[src/rtl/store_buffer.sv]
// store_buffer: small in-order FIFO of pending stores in front of a single
// byte-enabled memory write port. Drains the head entry whenever the port is
// free and flags loads that overlap any buffered store.
//
// Handshake: a store is accepted at a posedge when st_valid && st_ready.
// st_ready depends only on registered occupancy, never on st_valid or drain_en.
// A drain happens at a posedge when !empty && drain_en; mem_wr_en is the only
// qualifier, and mem_wr_addr/mem_wr_data are don't-care while it is 2'b00.

`ifndef ALEN
`define ALEN 16
`endif
`ifndef XLEN
`define XLEN 16
`endif

module store_buffer #(
    parameter int DEPTH = 4
) (
    input  logic                       clk,
    input  logic                       rst_n,
    input  logic                       st_valid,
    output logic                       st_ready,
    input  logic [`ALEN-1:0]           st_addr,
    input  logic [`XLEN-1:0]           st_data,
    input  logic                       st_size,
    input  logic                       drain_en,
    output logic [`ALEN-1:0]           mem_wr_addr,
    output logic [`XLEN-1:0]           mem_wr_data,
    output logic [1:0]                 mem_wr_en,
    input  logic [`ALEN-1:0]           ld_addr,
    input  logic                       ld_size,
    output logic                       ld_hazard,
    output logic                       empty,
    output logic [$clog2(DEPTH+1)-1:0] count
);

    localparam int PW = $clog2(DEPTH);
    localparam int CW = $clog2(DEPTH+1);

    logic [`ALEN-1:0] addr_q [DEPTH];
    logic [`XLEN-1:0] data_q [DEPTH];
    logic [DEPTH-1:0] size_q;
    logic [DEPTH-1:0] valid_q, valid_d;
    logic [PW-1:0]    head_q, head_d;
    logic [PW-1:0]    tail_q, tail_d;
    logic [CW-1:0]    count_q, count_d;
    logic             push, pop;

    // True when any byte of a store overlaps any byte of the load; +1 wraps at the
    // address width so a word at the top of memory covers address 0.
    function automatic logic overlap(input logic [`ALEN-1:0] sa, input logic ss,
                                     input logic [`ALEN-1:0] la, input logic ls);
        logic [`ALEN-1:0] sa1, la1;
        sa1 = sa + `ALEN'(1);
        la1 = la + `ALEN'(1);
        return (sa == la) || (ss && (sa1 == la)) || (ls && (sa == la1)) ||
               (ss && ls && (sa1 == la1));
    endfunction

    assign empty    = (count_q == '0);
    assign count    = count_q;
    assign st_ready = (count_q != CW'(DEPTH));
    assign push     = st_valid && st_ready;
    assign pop      = !empty && drain_en;

    // Head entry is presented continuously; the enable alone qualifies the write.
    assign mem_wr_addr = addr_q[head_q];
    assign mem_wr_data = data_q[head_q];
    assign mem_wr_en   = pop ? (size_q[head_q] ? 2'b11 : 2'b01) : 2'b00;

    // Next-state for pointers, occupancy and per-slot valid bits.
    always_comb begin
        head_d  = head_q;
        tail_d  = tail_q;
        count_d = count_q;
        valid_d = valid_q;
        if (push) begin
            tail_d          = tail_q + PW'(1);
            valid_d[tail_q] = 1'b1;
        end
        if (pop) begin
            head_d          = head_q + PW'(1);
            valid_d[head_q] = 1'b0;
        end
        case ({push, pop})
            2'b10:   count_d = count_q + CW'(1);
            2'b01:   count_d = count_q - CW'(1);
            default: count_d = count_q;
        endcase
    end

    // Control state register; reset discards everything buffered.
    always_ff @(posedge clk or negedge rst_n) begin
        if (!rst_n) begin
            head_q  <= '0;
            tail_q  <= '0;
            count_q <= '0;
            valid_q <= '0;
        end else begin
            head_q  <= head_d;
            tail_q  <= tail_d;
            count_q <= count_d;
            valid_q <= valid_d;
        end
    end

    // Payload storage; contents are meaningless unless the slot's valid bit is set.
    always_ff @(posedge clk) begin
        if (push) begin
            addr_q[tail_q] <= st_addr;
            data_q[tail_q] <= st_data;
            size_q[tail_q] <= st_size;
        end
    end

    // Hazard scan over every valid slot, including the head draining this cycle.
    always_comb begin
        ld_hazard = 1'b0;
        for (int i = 0; i < DEPTH; i++) begin
            if (valid_q[i] && overlap(addr_q[i], size_q[i], ld_addr, ld_size))
                ld_hazard = 1'b1;
        end
    end

endmodule
[config.mk]
export PLATFORM = sky130hd
export DESIGN_NAME = store_buffer
export DESIGN_NICKNAME = d
export VERILOG_FILES = /design/src/rtl/store_buffer.sv
export SDC_FILE = /design/constraint.sdc
export NUM_CORES = 1
export LEC_CHECK = 0
export CAP_MARGIN = 0
export CORE_MARGIN = 1
export CORE_UTILIZATION = 50
export CTS_BUF_LIST = sky130_fd_sc_hd__clkbuf_4
export CTS_CLUSTER_SIZE = 40
export DETAILED_ROUTE_END_ITERATION = 12
export GPL_TIMING_DRIVEN = 0
export PLACE_DENSITY = 0.71
export SLEW_MARGIN = 30
export SYNTH_ARGS = -nofsm -noshare
export SYNTH_HDL_FRONTEND = slang
export SYNTH_SLANG_ARGS = --single-unit
[constraint.sdc]
create_clock -name clk -period 4.1 [get_ports clk]
set_clock_uncertainty 0.2 [all_clocks]
set_input_delay 0.615 -clock clk [delete_from_list [all_inputs] [get_ports clk]]
set_output_delay 0.615 -clock clk [all_outputs]
set_load 0.1 [all_outputs]
Fig. 1: run 1, routed metal per tile
28 x 28 tiles, from dark purple (low) to yellow (high), scaled to the fullest tile. Values are wire area over tile area, all layers added.
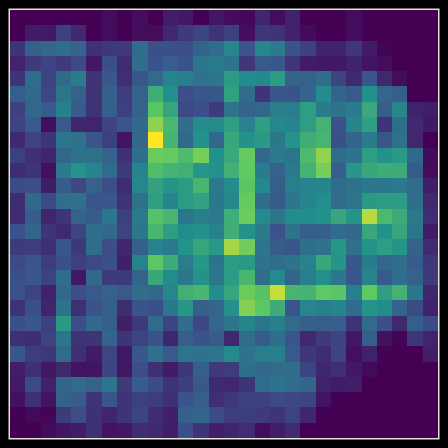
fullest tile: 0.77
densest ninth of the die: middle
mean over tiles: 0.22
per-cell routed wire length: 21.4 µm
Total Wirelength: 27,800 µm
via count: 7,854
All-Layer GR Usage: 27.6%

Fig. 2: run 1, clock routing
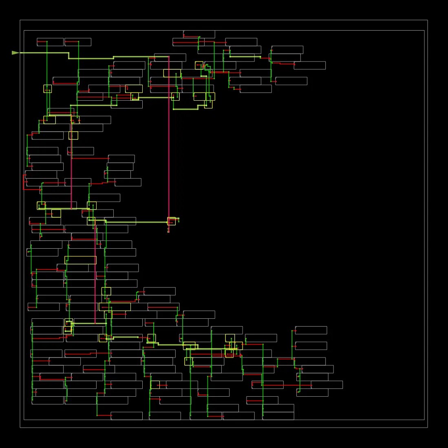
clkbuf count: 17
clk latency late pin: 550 ps
flop count: 143

Fig. 3: run 1, sequential cells grouped by signal name
The bar under the picture is 50 µm long. Other sequential cells in the stronger gray, the rest of the logic in the fainter gray.
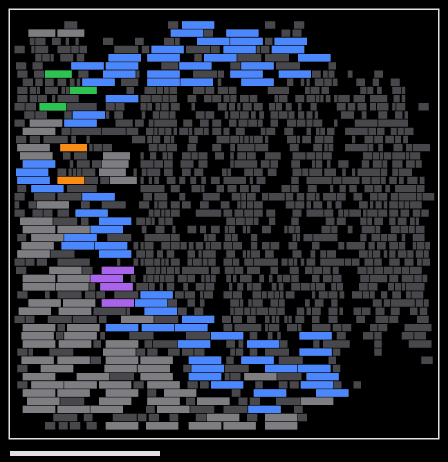
[green] `count` | sequential cells: 3
[purple] `size_q` | sequential cells: 4
[blue] `addr_q` | sequential cells: 64
[orange] `head_q` | sequential cells: 2
not colored: 70
Seq/total area: 34.5%
Flop area: 0.00424 mm²
Util after Layout: 64.6%
sequential group power: 2.20 mW

==> results.toml, run 1 <==
# flow metrics
[critical_path]
cpLargestDelayFamily = "AND-OR/OR-AND gates"
regToRegEndpoint = "count[2]$_DFFE_PN0P_"
worstSetupPathType = "in2out"
reg2reg_depth = 9
crit_start = "ld_addr[2]"
end_kind = "output port"
cp_slowest_stage_delay_ps = 490
cp_max_fo = 5
rr_startpoint = "count[2]$_DFFE_PN0P_"

[yosys]
synth_area_per_cell_um2 = 11.3
largest_area_cell = "edfxtp_1"
synth.top_cell.area_share_pct = 40.2
edf_count = 132
synth.most_common_cell = "xnor2_1"
flop_cell = "edfxtp_1"
synth_area_mm2 = 0.00985
common_cells = "xnor2_1 (140), edfxtp_1 (132), xor2_1 (79)"
ys_area_mm2 = 0.00985
synth_nets = 939
ys_seq_share_pct = 43.0

[global_route]
grt_pass1_wl_um = 41200
antenna_found_initial = 1
grt_pass1_vias = 7371
grt_max_degree = 25

[floorplanning]
fp.dieH_um = 142
die_x_um = 142
fp_util_pct = 51.8
chipArea_mm2 = 0.0203

[power_and_ir_drop]
p_leak_nw = 4.24
p_comb_mw = 4.36
power_frac_comb_pct = 57.9
power.internal_mw = 3.65
seqPwrFrac_pct = 29.2
maxPowerGroup = "combinational logic"
netSwitchingFraction_pct = 51.6

[final_layout]
comb_cells = 651
finalNetCount = 1092
syn_to_final_growth_pct = 24.8
layout_top_cells_excl_fill_tap = "xnor2_1 (136), edfxtp_1 (132), xor2_1 (76)"
buffers = 190
fin_area_mm2 = 0.0123
comb_share_pct = 46.3
fillCellCount = 1558

[route]
drtIter0Drc = 801
drc_errors = 0
dr.pass1.iters = 6
dr_wl_met3_um = 2160
dr_wl_met2_um = 13400
wl_met1_um = 11800

[timing]
setup_viol = 0
relSlewSlack_pct = 34.5
period_minus_slack_ps = 4080
final_hold_viol_count = 0

[status]
status = "completed"

[placed_design]
gp_congestion = 0.948
dp_hpwl_um = 20800

[flow_run]
maxCapViolations = 0

[clock_network]
cts.clk_slew.worst_paths_ps = 140
cts_sinks = 143
htreeDepth = 4
## run 1: stage by stage
stage / setup slack (ps) / std cells / hold slack (ps)
detailed placement: -1910 / 1215 / 332
CTS: -302 / 1261 / 158
floorplan: -489 / 870 / 119
global route: -86.3 / 1297 / 194
global placement: -1910 / 1211 / 328
finish: 23.8 / 1297 / 203
## run 1: sequential cells by signal (all words and copies together) (netlist names)
register	cells
addr_q	64
data_q	64
size_q	4
valid_q	4
count	3
head_q	2
tail_q	2
## run 1: routing by layer
| metal | vias up | track usage, % |
|---|---|---|
| met1 | 3892 | 38.0 |
| met4 | 0 | 7.64 |
| li1 | 3552 | - |
| met5 | - | 0 |
| met2 | 372 | 44.9 |
| met3 | 38 | 5.05 |
## run 1: repair_timing
item / in CTS / in global routing
resized: 75 / 92
endpoints found under the setup margin: 30 / 30
buffers inserted: 17 / 45
cloned: 0 / 0
pin swaps: 11 / 29
hold endpoints to repair: 0 / 0
## run 1: worst max-delay path by stage
stage / endpoint / slack [ps] / cells after the start
global route: ld_hazard / -90 / 10
finish: ld_hazard / 20 / 11
global placement: ld_hazard / -1910 / 13
detailed placement: ld_hazard / -1910 / 13
CTS: ld_hazard / -300 / 11
floorplan: ld_hazard / -490 / 11
## run 1: logic make-up (layout without fill, tap and decap cells)
group	after synthesis	in the layout	share of synthesized area (%)
and+or+nand+nor	299	299	17.1
xor gates and xnor gates	226	226	21.1
DFF	143	143	43.0
buffers and inverters	76	242	3.54
AOI/OAI and AO/OA	71	71	4.92
muxes	40	40	8.27
adders and majority gates	15	15	1.98
other	0	1	0
## run 1: worst register-to-register path, stage by stage (launching register included)
cell	delay [ps]
dfrtp_1	450
nor3_2	80
nor2b_1	100
clkbuf_1	410
ha_1	280
inv_1	60
fa_1	370
xor2_1	150
nor2_1	120
xor2_1	150
Fig. 4: run 1, cell area per tile
The bar under the picture is 50 µm long. 14 x 14 tiles, from dark purple (low) to yellow (high), 0 to 100% covered.
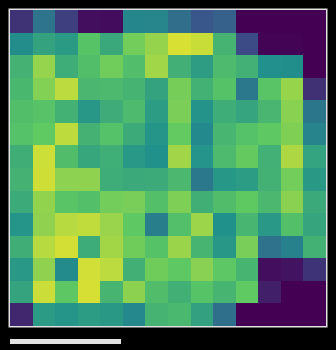

==> inputs of run 2 (changes only) <==
--- a/config.mk
+++ b/config.mk
@@ -7,12 +7,11 @@
 export LEC_CHECK = 0
 export CAP_MARGIN = 0
 export CORE_MARGIN = 1
-export CORE_UTILIZATION = 50
+export CORE_UTILIZATION = 35
 export CTS_BUF_LIST = sky130_fd_sc_hd__clkbuf_4
 export CTS_CLUSTER_SIZE = 40
 export DETAILED_ROUTE_END_ITERATION = 12
 export GPL_TIMING_DRIVEN = 0
-export PLACE_DENSITY = 0.71
 export SLEW_MARGIN = 30
 export SYNTH_ARGS = -nofsm -noshare
 export SYNTH_HDL_FRONTEND = slang
Fig. 5: run 2, cell area per tile
The bar under the picture is 50 µm long. 17 x 17 tiles, from dark purple (low) to yellow (high), 0 to 100% covered.
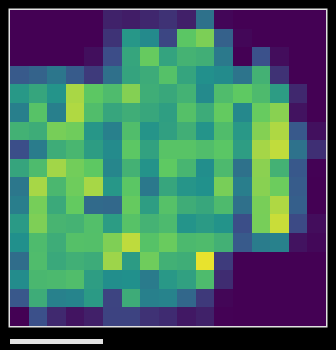
nearly empty tiles: 20%
fullest tile: 97%
emptiest ninth of the die: bottom right
fp util: 35.6%
Util after Layout: 46.0%
core area: 0.0277 mm²

==> results.toml, run 2 <==
# flow metrics
[critical_path]
regToRegEndpoint = "count[2]$_DFFE_PN0P_"
end_kind = "output port"
cp_slowest_stage_delay_ps = 500
ff2ff_setup_slack_ps = 1610
worstSetupPathType = "reg2out"
rr_startpoint = "count[2]$_DFFE_PN0P_"
reg2reg_depth = 9
cp-start-kind = "flop"
cp_max_fo = 7
cpLargestDelayFamily = "AND-OR/OR-AND gates"

[power_and_ir_drop]
powerDensity_mw_per_mm2 = 591
p_leak_nw = 4.40
peakVddDrop_mv = 0.838

[route]
drtIter0Drc = 625
wl_met1_um = 12300
dr_wl_met3_um = 1940
dr.pass1.iters = 5
dr_wl_met2_um = 14100
vias_per_cell = 5.47
drc_errors = 0

[floorplanning]
die_x_um = 170
chipArea_mm2 = 0.0288
fp.dieH_um = 170

[yosys]
ys_area_mm2 = 0.00985
common_cells = "xnor2_1 (140), edfxtp_1 (132), xor2_1 (79)"
flop_cell = "edfxtp_1"
synth_nets = 939
edf_count = 132
syn_inst = 870
synth.most_common_cell = "xnor2_1"
largest_area_cell = "edfxtp_1"
synth.top_cell.area_share_pct = 40.2
ys_seq_share_pct = 43.0
synth_area_per_cell_um2 = 11.3

[global_route]
grt_pass1_vias = 7685
grt_pass1_wl_um = 43800
grt_max_degree = 22
busiest_layer = "met2"
grt_overflow = 0
grt_use_met3_pct = 4.57
antenna_found_initial = 1
met2_usage_pct = 33.7
grt_use_met1_pct = 26.2

[final_layout]
syn_to_final_growth_pct = 29.3
fillCellCount = 2555
instances_no_fill = 1436
finalNetCount = 1112
top_regs = "addr_q: 64 flops, data_q: 64 flops"
fin_area_mm2 = 0.0127
layout_top_cells_excl_fill_tap = "xnor2_1 (132), edfxtp_1 (132), buf_4 (83)"

[clock_network]
clock.latency.late_pin_ps = 530
cts.clk_slew.worst_paths_ps = 160
numCtsBuffers = 17
htreeDepth = 4
cts_sinks = 143

[flow_run]
maxCapViolations = 0

[timing]
setup_ws_ps = -0.700
final_hold_viol_count = 0
holdWs_ps = 210
period_minus_slack_ps = 4100
relSlewSlack_pct = 33.3
setup_viol = 1

[placed_design]
post-place-ws_ps = -2020
gp_congestion = 0.961
place_inst = 1334
dp_hpwl_um = 22100

[status]
status = "finished, violations left"
violations = "negative setup slack"
Fig. 6: run 2, routed metal per tile
34 x 34 tiles, from dark purple (low) to yellow (high), scaled to the fullest tile. Values are wire area over tile area, all layers added.
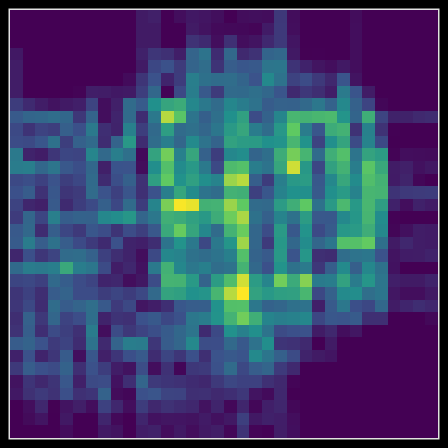
emptiest ninth of the die: bottom right
nearly empty tiles: 23%
tiles over half the peak: 13%
mean over tiles: 0.16
All-Layer GR Usage: 20.4%
per-cell routed wire length: 20.2 µm
Total Wirelength: 29,000 µm
via count: 7,855

## run 2: report_power, final
group / switching, mW / internal, mW / leakage (nW) / total, mW
Combinational: 3.10 / 1.36 / 2.91 / 4.46
Sequential: 0.254 / 1.94 / 1.34 / 2.20
Clock: 0.595 / 0.274 / 0.155 / 0.869
Total: 3.94 / 3.58 / 4.40 / 7.53
## run 2: timing repair
| action | CTS | global route |
|---|---|---|
| endpoints found under the setup margin | 30 | 8 |
| hold buffers | 0 | 0 |
| pin swaps | 9 | 39 |
| gates resized | 71 | 111 |
| buffers inserted | 21 | 62 |
## run 2: worst max-delay path by stage
| stage | from | cells after the start | end | slack, ps |
|---|---|---|---|---|
| after floorplan | ld_addr[0] | 11 | ld_hazard | -490 |
| after global placement | ld_addr[1] | 14 | ld_hazard | -2010 |
| after detailed placement | ld_addr[1] | 14 | ld_hazard | -2020 |
| after CTS | addr_q[3][1]$_DFFE_PP_ | 11 | ld_hazard | -350 |
| after global routing | addr_q[2][2]$_DFFE_PP_ | 11 | ld_hazard | -130 |
| final | addr_q[1][1]$_DFFE_PP_ | 9 | ld_hazard | -0.7 |
## run 2: layout make-up
class	count	area (µm²)	share of cell area, %
antenna	2	5.00	0.0393
clock buffer	17	128	1.00
buffer	41	288	2.26
sequential	143	4240	33.3
timing repair buffer	169	1580	12.4
tap	378	473	3.71
clock inverter	15	143	1.12
inverter	20	75.1	0.590
multi-input combinational	651	5810	45.6
## run 2: kinds of logic after synthesis
logic type               synth area share (%)
AND/OR/NAND/NOR                          17.1
buffers and inverters                    3.54
XOR/XNOR                                 21.1
multiplexers                             8.27
adder cells (fa/ha/maj)                  1.98
flip-flops                               43.0
AND-OR/OR-AND                            4.92
Fig. 7: run 2, signal wires by layer
Two of the layers only.
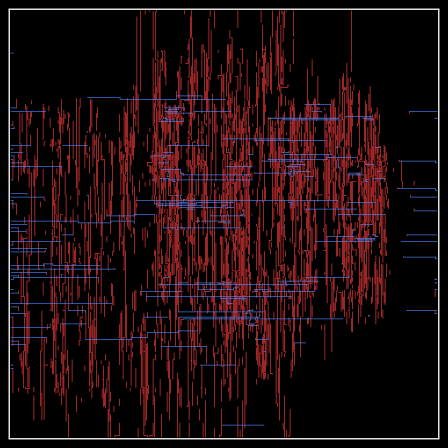

==> inputs of run 3 (changes only) <==
--- a/config.mk
+++ b/config.mk
@@ -11,8 +11,8 @@
 export CTS_BUF_LIST = sky130_fd_sc_hd__clkbuf_4
 export CTS_CLUSTER_SIZE = 40
 export DETAILED_ROUTE_END_ITERATION = 12
+export DONT_BUFFER_PORTS = 1
 export GPL_TIMING_DRIVEN = 0
-export SLEW_MARGIN = 30
 export SYNTH_ARGS = -nofsm -noshare
 export SYNTH_HDL_FRONTEND = slang
 export SYNTH_SLANG_ARGS = --single-unit
Fig. 8: run 3, signal wires by layer
Two of the layers only.
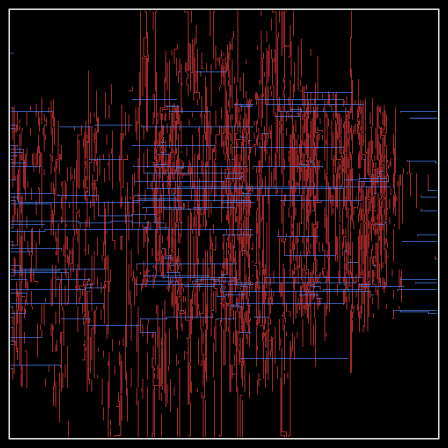
[red] M2 | wire length: 14,100 µm
[blue] M3 | wire length: 2,370 µm
Total Wirelength: 29,300 µm
per-cell routed wire length: 21.7 µm

==> results.toml, run 3 <==
# flow metrics
[status]
status = "finished, violations left"
violations = "negative setup slack"

[global_route]
grt_use_met3_pct = 4.17
busiest_layer = "met2"
met2_usage_pct = 34.6
antenna_found_initial = 1
grt_overflow = 0

[power_and_ir_drop]
p_comb_mw = 3.96
clock_power_uw = 930
seqPwrFrac_pct = 32.1
maxPowerGroup = "combinational logic"
power_frac_comb_pct = 55.0
seq-power_mw = 2.31
peakVddDrop_mv = 0.591
p_switching_mw = 3.89
powerDensity_mw_per_mm2 = 620
power.internal_mw = 3.31

[critical_path]
end_kind = "output port"
cp_max_fo = 7
cp_slowest_stage_delay_ps = 670
rr_startpoint = "count[0]$_DFFE_PN0P_"
worstSetupPathDepth = 10
ff2ff_setup_slack_ps = 190
regToRegEndpoint = "count[2]$_DFFE_PN0P_"
cp-endpoint = "ld_hazard"
reg2reg_depth = 10

[timing]
setup_ws_ps = -155
setup_viol = 1
period_minus_slack_ps = 4260

[final_layout]
finalNetCount = 1026
layout_top_cells_excl_fill_tap = "xnor2_1 (137), edfxtp_1 (132), xor2_1 (76)"
fin_area_mm2 = 0.0116

[flow_run]
maxCapViolations = 0

[route]
dr_wl_met2_um = 14100
wl_met1_um = 12200
dr_wl_met3_um = 2370
drc_errors = 0

[yosys]
synth.top_cell.area_share_pct = 40.2
flop_cell = "edfxtp_1"
synth_area_per_cell_um2 = 11.3
synth_nets = 939
edf_count = 132
synth.most_common_cell = "xnor2_1"
syn_inst = 870

[placed_design]
gp_congestion = 0.932
dp_hpwl_um = 22400

[clock_network]
numCtsBuffers = 17
htreeDepth = 4
cts_sinks = 143

[floorplanning]
fp_util_pct = 35.6
fp.dieH_um = 170
core_mm2 = 0.0277
Fig. 9: run 3, routed metal per tile
34 x 34 tiles, from dark purple (low) to yellow (high), scaled to the fullest tile. Values are wire area over tile area, all layers added.
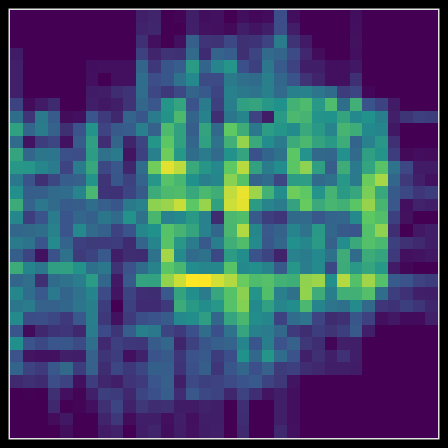
mean over tiles: 0.17
tiles over half the peak: 18%
emptiest ninth of the die: bottom right
densest ninth of the die: middle
fullest tile: 0.62
via count: 7,471
All-Layer GR Usage: 20.7%

## run 3: cell types whose count changed in the layout (fill, tap and decap cells not counted), moves of 5 or more
cell / before / now
clkdlybuf4s50_1: 46 / 0
buf_4: 83 / 42
dlygate4sd3_1: 0 / 34
dlygate4sd2_1: 22 / 0
clkbuf_1: 8 / 17
nor4_1: 19 / 28
nor4_2: 9 / 1
clkdlybuf4s15_1: 7 / 0
buf_6: 10 / 5
clkbuf_4: 23 / 18
xnor2_1: 132 / 137
## run 3: worst register-to-register path: stages (launching register included)
cell and delay [ps]:
dfrtp_1 810, inv_1 280, nand3_1 870, and2_1 580, inv_1 80, ha_1 180
inv_1 60, fa_1 380, xor2_1 150, nor2_1 120, xor2_1 150
## run 3: repair_timing
item,CTS,global route
pin swaps,11,9
setup endpoints to repair,3,22
hold buffers,34,0
gates resized,30,30
hold endpoints to repair,143,0
buffers inserted,28,10
## run 3: cell type report
class	count	area (µm²)
Fill cell	2641	16100
Multi-Input combinational cell	651	5540
Sequential cell	143	4240
Timing Repair Buffer	78	748
Tap cell	378	473
Buffer	46	246
Clock inverter	15	166
Clock buffer	17	128
Inverter	20	75.1
Antenna cell	2	5.00
## run 3: per-stage QoR
stage | hold WS, ps | setup slack, ps | instances | utilization, %
floorplan | 119 | -489 | 870 | -
global placement | 120 | -1010 | 1248 | 37.3
detailed placement | 120 | -1020 | 1254 | 37.8
CTS | 92.2 | -188 | 1340 | 41.4
global route | 113 | -280 | 1350 | 41.9
finish | 135 | -155 | 1350 | 41.9
## run 3: logic make-up after synthesis
logic type                 after synthesis  synth area share [%]
muxes                                   40                  8.27
buffers and inverters                   76                  3.54
xor gates and xnor gates               226                  21.1
AOI/OAI and AO/OA                       71                  4.92
and+or+nand+nor                        299                  17.1
adders and majority gates               15                  1.98
DFF                                    143                  43.0
Power figures rest on the tool's default switching activity, not on a simulated workload.
